==> config.mk <==
export PLATFORM = sky130hd
export DESIGN_NAME = debug_trace_port
export DESIGN_NICKNAME = d
export VERILOG_FILES = /design/src/rtl/debug_trace_port.sv
export SDC_FILE = /design/constraint.sdc
export NUM_CORES = 1
export LEC_CHECK = 0
export ABC_AREA = 1
export CAP_MARGIN = 20
export CORE_ASPECT_RATIO = 0.75
export CORE_UTILIZATION = 60
export DETAILED_ROUTE_END_ITERATION = 6
export DONT_BUFFER_PORTS = 1
export PLACE_DENSITY = 0.74
export SLEW_MARGIN = 30
export SYNTH_ARGS = -nofsm -noshare
export SYNTH_HDL_FRONTEND = slang
export SYNTH_SLANG_ARGS = --single-unit
==> constraint.sdc <==
create_clock -name clk -period 6.3 [get_ports clk]
set_input_delay 1.89 -clock clk [delete_from_list [all_inputs] [get_ports clk]]
set_output_delay 1.89 -clock clk [all_outputs]
set_load 0.02 [all_outputs]
==> src/rtl/debug_trace_port.sv <==
`timescale 1ns/1ps
// debug_trace_port
//   Bus-accessible trace FIFO that drains onto a parallel debug port. Software
//   pushes words through the DATA register. A small drain engine shows each
//   entry on debugport for at least hold+1 cycles and pulses debugport_stb
//   once for every new value.
//
// Ports
//   clk            clock, all state updates on the rising edge
//   rst            synchronous, active-low reset
//   data_req       bus request; address/control held until granted
//   data_we        1 = write, 0 = read
//   data_be[3:0]   byte enables
//   data_addr      byte address, only [3:2] decoded
//                  (0x0 DATA, 0x4 STATUS, 0x8 CTRL, 0xC unmapped)
//   data_wdata     write data
//   data_gnt       registered grant, never high two cycles in a row
//   data_rvalid    registered response valid, one cycle after the access
//   data_rdata     read data, valid with data_rvalid
//   data_err       error response, valid with data_rvalid
//   debugport      current trace value
//   debugport_stb  one-cycle pulse marking a new debugport value
module debug_trace_port #(
    parameter int PORT_W = 8,
    parameter int DEPTH  = 16
) (
    input  logic              clk,
    input  logic              rst,
    input  logic              data_req,
    input  logic              data_we,
    input  logic [3:0]        data_be,
    input  logic [31:0]       data_addr,
    input  logic [31:0]       data_wdata,
    output logic              data_gnt,
    output logic              data_rvalid,
    output logic [31:0]       data_rdata,
    output logic              data_err,
    output logic [PORT_W-1:0] debugport,
    output logic              debugport_stb
);

    localparam int AW = $clog2(DEPTH);
    localparam int CW = AW + 1;

    localparam logic [AW-1:0] PTR_ONE  = AW'(1'b1);
    localparam logic [CW-1:0] CNT_ONE  = CW'(1'b1);
    localparam logic [CW-1:0] CNT_FULL = CW'(DEPTH);

    localparam logic [0:0] ST_IDLE   = 1'b0;
    localparam logic [0:0] ST_ACTIVE = 1'b1;

    localparam logic [1:0] SEL_DATA   = 2'd0;
    localparam logic [1:0] SEL_STATUS = 2'd1;
    localparam logic [1:0] SEL_CTRL   = 2'd2;

    // Registered bus outputs
    logic              gnt_r;
    logic              rvalid_r;
    logic [31:0]       rdata_r;
    logic              err_r;

    // Trace FIFO
    logic [PORT_W-1:0] mem_r [DEPTH];
    logic [AW-1:0]     wr_ptr_r;
    logic [AW-1:0]     rd_ptr_r;
    logic [CW-1:0]     cnt_r;

    // Control / status registers
    logic              ovf_r;
    logic [15:0]       hold_r;
    logic              enable_r;

    // Drain engine
    logic [0:0]        state_r;
    logic [15:0]       hcnt_r;
    logic [PORT_W-1:0] debug_r;
    logic              stb_r;

    // Combinational decode
    logic              access_s;
    logic              wr_s;
    logic [1:0]        sel_s;
    logic              empty_s;
    logic              full_s;
    logic              push_req_s;
    logic              push_s;
    logic              ovf_set_s;
    logic              ovf_clr_s;
    logic              ctrl_wr_s;
    logic              flush_s;
    logic              pop_ok_s;
    logic              pop_s;
    logic [31:0]       status_s;
    logic [31:0]       ctrl_s;
    logic [31:0]       rdata_s;
    logic              err_s;
    logic              unused_s;

    assign access_s   = data_req & gnt_r;
    assign wr_s       = access_s & data_we;
    assign sel_s      = data_addr[3:2];
    assign empty_s    = (cnt_r == {CW{1'b0}});
    assign full_s     = (cnt_r == CNT_FULL);
    assign push_req_s = wr_s & (sel_s == SEL_DATA) & data_be[0];
    // Fullness is judged on the count before this cycle, so a pop in the
    // same cycle never makes room for the incoming word.
    assign push_s     = push_req_s & ~full_s;
    assign ovf_set_s  = push_req_s & full_s;
    assign ovf_clr_s  = wr_s & (sel_s == SEL_STATUS) & data_be[0] & data_wdata[2];
    assign ctrl_wr_s  = wr_s & (sel_s == SEL_CTRL);
    assign flush_s    = ctrl_wr_s & data_be[2] & data_wdata[17];
    assign pop_ok_s   = ~empty_s & enable_r & ~flush_s;
    // A pop only happens when the engine is ready for a new entry.
    assign pop_s      = pop_ok_s & ((state_r == ST_IDLE) | (hcnt_r == 16'd0));

    // Address bits above [3:2] and byte lane 3 carry no function.
    assign unused_s   = ^{data_addr[31:4], data_addr[1:0], data_wdata, data_be[3]};

    assign data_gnt      = gnt_r;
    assign data_rvalid   = rvalid_r;
    assign data_rdata    = rdata_r;
    assign data_err      = err_r;
    assign debugport     = debug_r;
    assign debugport_stb = stb_r;

    // STATUS and CTRL read images
    always_comb begin
        status_s          = 32'd0;
        status_s[0]       = empty_s;
        status_s[1]       = full_s;
        status_s[2]       = ovf_r;
        status_s[3]       = (state_r == ST_ACTIVE);
        status_s[8 +: CW] = cnt_r;
        ctrl_s            = 32'd0;
        ctrl_s[15:0]      = hold_r;
        ctrl_s[16]        = enable_r;
    end

    // Response data and error for the access executing this cycle
    always_comb begin
        rdata_s = 32'd0;
        err_s   = 1'b0;
        if (access_s) begin
            case (sel_s)
                SEL_DATA: begin
                    if (data_we) begin
                        err_s = data_be[0] & full_s;
                    end else begin
                        rdata_s[PORT_W-1:0] = debug_r;
                    end
                end
                SEL_STATUS: begin
                    if (data_we) begin
                        rdata_s = 32'd0;
                    end else begin
                        rdata_s = status_s;
                    end
                end
                SEL_CTRL: begin
                    if (data_we) begin
                        rdata_s = 32'd0;
                    end else begin
                        rdata_s = ctrl_s;
                    end
                end
                default: begin
                    err_s = 1'b1;
                end
            endcase
        end else begin
            rdata_s = 32'd0;
            err_s   = 1'b0;
        end
    end

    // Bus handshake: single-cycle grant pulse and registered response
    always_ff @(posedge clk) begin
        if (!rst) begin
            gnt_r    <= 1'b0;
            rvalid_r <= 1'b0;
            rdata_r  <= 32'd0;
            err_r    <= 1'b0;
        end else begin
            gnt_r    <= data_req & ~gnt_r;
            rvalid_r <= access_s;
            rdata_r  <= rdata_s;
            err_r    <= err_s;
        end
    end

    // FIFO storage; contents need no reset since the count gates every read
    always_ff @(posedge clk) begin
        if (push_s) begin
            mem_r[wr_ptr_r] <= data_wdata[PORT_W-1:0];
        end
    end

    // FIFO pointers and occupancy; flush overrides any pop this cycle
    always_ff @(posedge clk) begin
        if (!rst) begin
            wr_ptr_r <= {AW{1'b0}};
            rd_ptr_r <= {AW{1'b0}};
            cnt_r    <= {CW{1'b0}};
        end else if (flush_s) begin
            rd_ptr_r <= wr_ptr_r;
            cnt_r    <= {CW{1'b0}};
        end else begin
            if (push_s) begin
                wr_ptr_r <= wr_ptr_r + PTR_ONE;
            end
            if (pop_s) begin
                rd_ptr_r <= rd_ptr_r + PTR_ONE;
            end
            case ({push_s, pop_s})
                2'b10:   cnt_r <= cnt_r + CNT_ONE;
                2'b01:   cnt_r <= cnt_r - CNT_ONE;
                default: cnt_r <= cnt_r;
            endcase
        end
    end

    // Control registers: byte-lane writes to CTRL, sticky overflow flag
    always_ff @(posedge clk) begin
        if (!rst) begin
            ovf_r    <= 1'b0;
            hold_r   <= 16'd0;
            enable_r <= 1'b1;
        end else begin
            if (ovf_set_s) begin
                ovf_r <= 1'b1;
            end else if (ovf_clr_s) begin
                ovf_r <= 1'b0;
            end
            if (ctrl_wr_s && data_be[0]) begin
                hold_r[7:0] <= data_wdata[7:0];
            end
            if (ctrl_wr_s && data_be[1]) begin
                hold_r[15:8] <= data_wdata[15:8];
            end
            if (ctrl_wr_s && data_be[2]) begin
                enable_r <= data_wdata[16];
            end
        end
    end

    // Drain engine: present each entry, then count down the hold interval
    always_ff @(posedge clk) begin
        if (!rst) begin
            state_r <= ST_IDLE;
            hcnt_r  <= 16'd0;
            debug_r <= {PORT_W{1'b0}};
            stb_r   <= 1'b0;
        end else begin
            stb_r <= 1'b0;
            case (state_r)
                ST_IDLE: begin
                    if (pop_s) begin
                        debug_r <= mem_r[rd_ptr_r];
                        stb_r   <= 1'b1;
                        hcnt_r  <= hold_r;
                        state_r <= ST_ACTIVE;
                    end
                end
                ST_ACTIVE: begin
                    if (hcnt_r != 16'd0) begin
                        hcnt_r <= hcnt_r - 16'd1;
                    end else if (pop_s) begin
                        debug_r <= mem_r[rd_ptr_r];
                        stb_r   <= 1'b1;
                        hcnt_r  <= hold_r;
                    end else begin
                        state_r <= ST_IDLE;
                    end
                end
                default: begin
                    state_r <= ST_IDLE;
                    hcnt_r  <= 16'd0;
                end
            endcase
        end
    end

endmodule

**PDN straps and rails**

Scale: 2 px per um. Pins as bars on the die edge. Tap cells in grey.
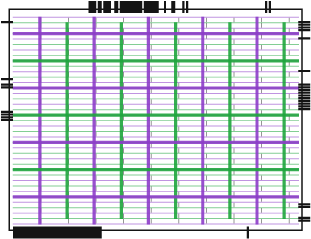
- green: VDD
- purple: VSS
- met4 straps: 10
- met5 straps: 7

**M3 wires**

Scale: 2 px per um.
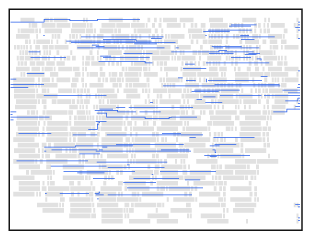
- share of all routed wire: 9.3%
- wire length on this layer: 1,830 um
- main direction: horizontal
- nets with wire on the layer: 91
vias: 6,459
total wire length: 19,800 um
GR met3 Demand/Resource: 5.81%

==> flow_metrics.env <==
# flow metrics
export IMPL_status="finished clean"
export IMPL_r2r_slack_ns=3.37
export IMPL_post_cts_setup_buffer_count=0
export IMPL_grt_pass1_wl_um=30400
export IMPL_cts_root_buf="clkbuf_16"
export IMPL_grt_max_degree=124
export IMPL_first_iter_violations=685
export IMPL_worst_path_dominant_cell_family="simple AND/OR/NAND/NOR gates"
export IMPL_synthAdderAreaFrac_pct=1.89
export IMPL_cap_violations=0
export IMPL_aoi_share_pct=10.6
export IMPL_rr_endpoint="cnt_r[4]"
export IMPL_worstSetupPathType="in2reg"
export IMPL_drtPass1Iterations=6
export IMPL_ys_top_logic_family="simple AND/OR/NAND/NOR gates"
export IMPL_power_frac_seq_pct=40.7
export IMPL_antenna_found_initial=0
export IMPL_r2r_start="data_gnt"
export IMPL_cp_num_buf_inv=3
export IMPL_die_w_um=146
export IMPL_antenna_cells=0
export IMPL_slowest_stage="ha_1"
export IMPL_synth_area_per_cell_um2=9.63
export IMPL_crit_chain="inv_1, ha_1, nand3_4, inv_2, nand2_2, nand2_4, nor2_8, ha_1, xor2_1, ha_1, inv_1, nand2_1, nand3_1, nand2_1, nand2_1, nand2_1, nand2_1, a21oi_1"
export IMPL_crit_fanout=15
export IMPL_combPwrFrac_pct=31.6
export IMPL_htreeDepth=1
export IMPL_numCtsBuffers=20
export IMPL_slowest_delay_ns=0.42
export IMPL_drive_gt1_share_pct=6.97
export IMPL_clk_pin_slew_worst_paths_ns=0.06
export IMPL_clk_path_buf_depth=3
export IMPL_grt_pass1_vias=5652
export IMPL_cts_resized_gates=0
export IMPL_final_antenna_net_count=0
export IMPL_crit_end="cnt_r[4]"
**Clock nets**

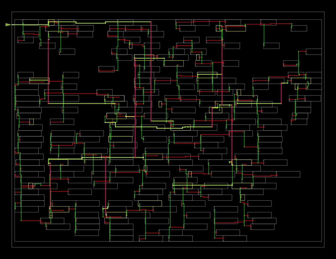
Late-Pin Clk Latency: 0.50 ns
Worst Skew: 0.0245 ns
CTS sink cnt: 209
Clk. pwr: 1.17 mW

routing by layer:
metal | share of wire [%] | up-vias
met5 | 0 | -
met4 | 1.6 | 0
met3 | 9.2 | 27
met2 | 42 | 233
met1 | 47 | 3026
li1 | - | 3173
synth_stat cells, types with 9 or more instances:
| cell type | count | area share [%] |
|---|---|---|
| a21oi_1 | 40 | 2.2 |
| buf_2 | 12 | 0.65 |
| buf_4 | 18 | 1.5 |
| clkbuf_1 | 21 | 0.85 |
| dfxtp_1 | 81 | 17 |
| edfxtp_1 | 128 | 41 |
| ha_1 | 14 | 1.9 |
| inv_1 | 117 | 4.7 |
| nand2_1 | 148 | 6.0 |
| nand3_1 | 79 | 4.3 |
| nor2_1 | 114 | 4.6 |
| nor3_1 | 11 | 0.59 |
| o211ai_1 | 47 | 3.8 |
| o21ai_0 | 59 | 3.2 |
| xor2_1 | 9 | 0.85 |
layout make-up:
cell class                      count  area (um2)
Multi-Input combinational cell    593        3100
Clock buffer                       25         519
Tap cell                          200         250
Inverter                          121         459
Sequential cell                   209        5470
Timing Repair Buffer                2        18.8
Fill cell                        1118        4850
Clock inverter                     11         119
per-stage QoR:
stage | setup slack [ns] | cell area (um2) | cells | power, mW | hold WS (ns)
CTS | 2.10 | 9930 | 1161 | 4.21 | 0.468
detailed placement | 1.59 | 9300 | 1125 | 3.05 | 0.454
global route | 1.77 | 9930 | 1161 | 4.45 | 0.501
finish | 2.04 | 9930 | 1161 | 4.22 | 0.471
floorplan | 2.41 | 9340 | 978 | 2.79 | 0.439
global placement | 1.62 | 9290 | 1125 | 3.02 | 0.460
Power is estimated from default activity; no workload was simulated.
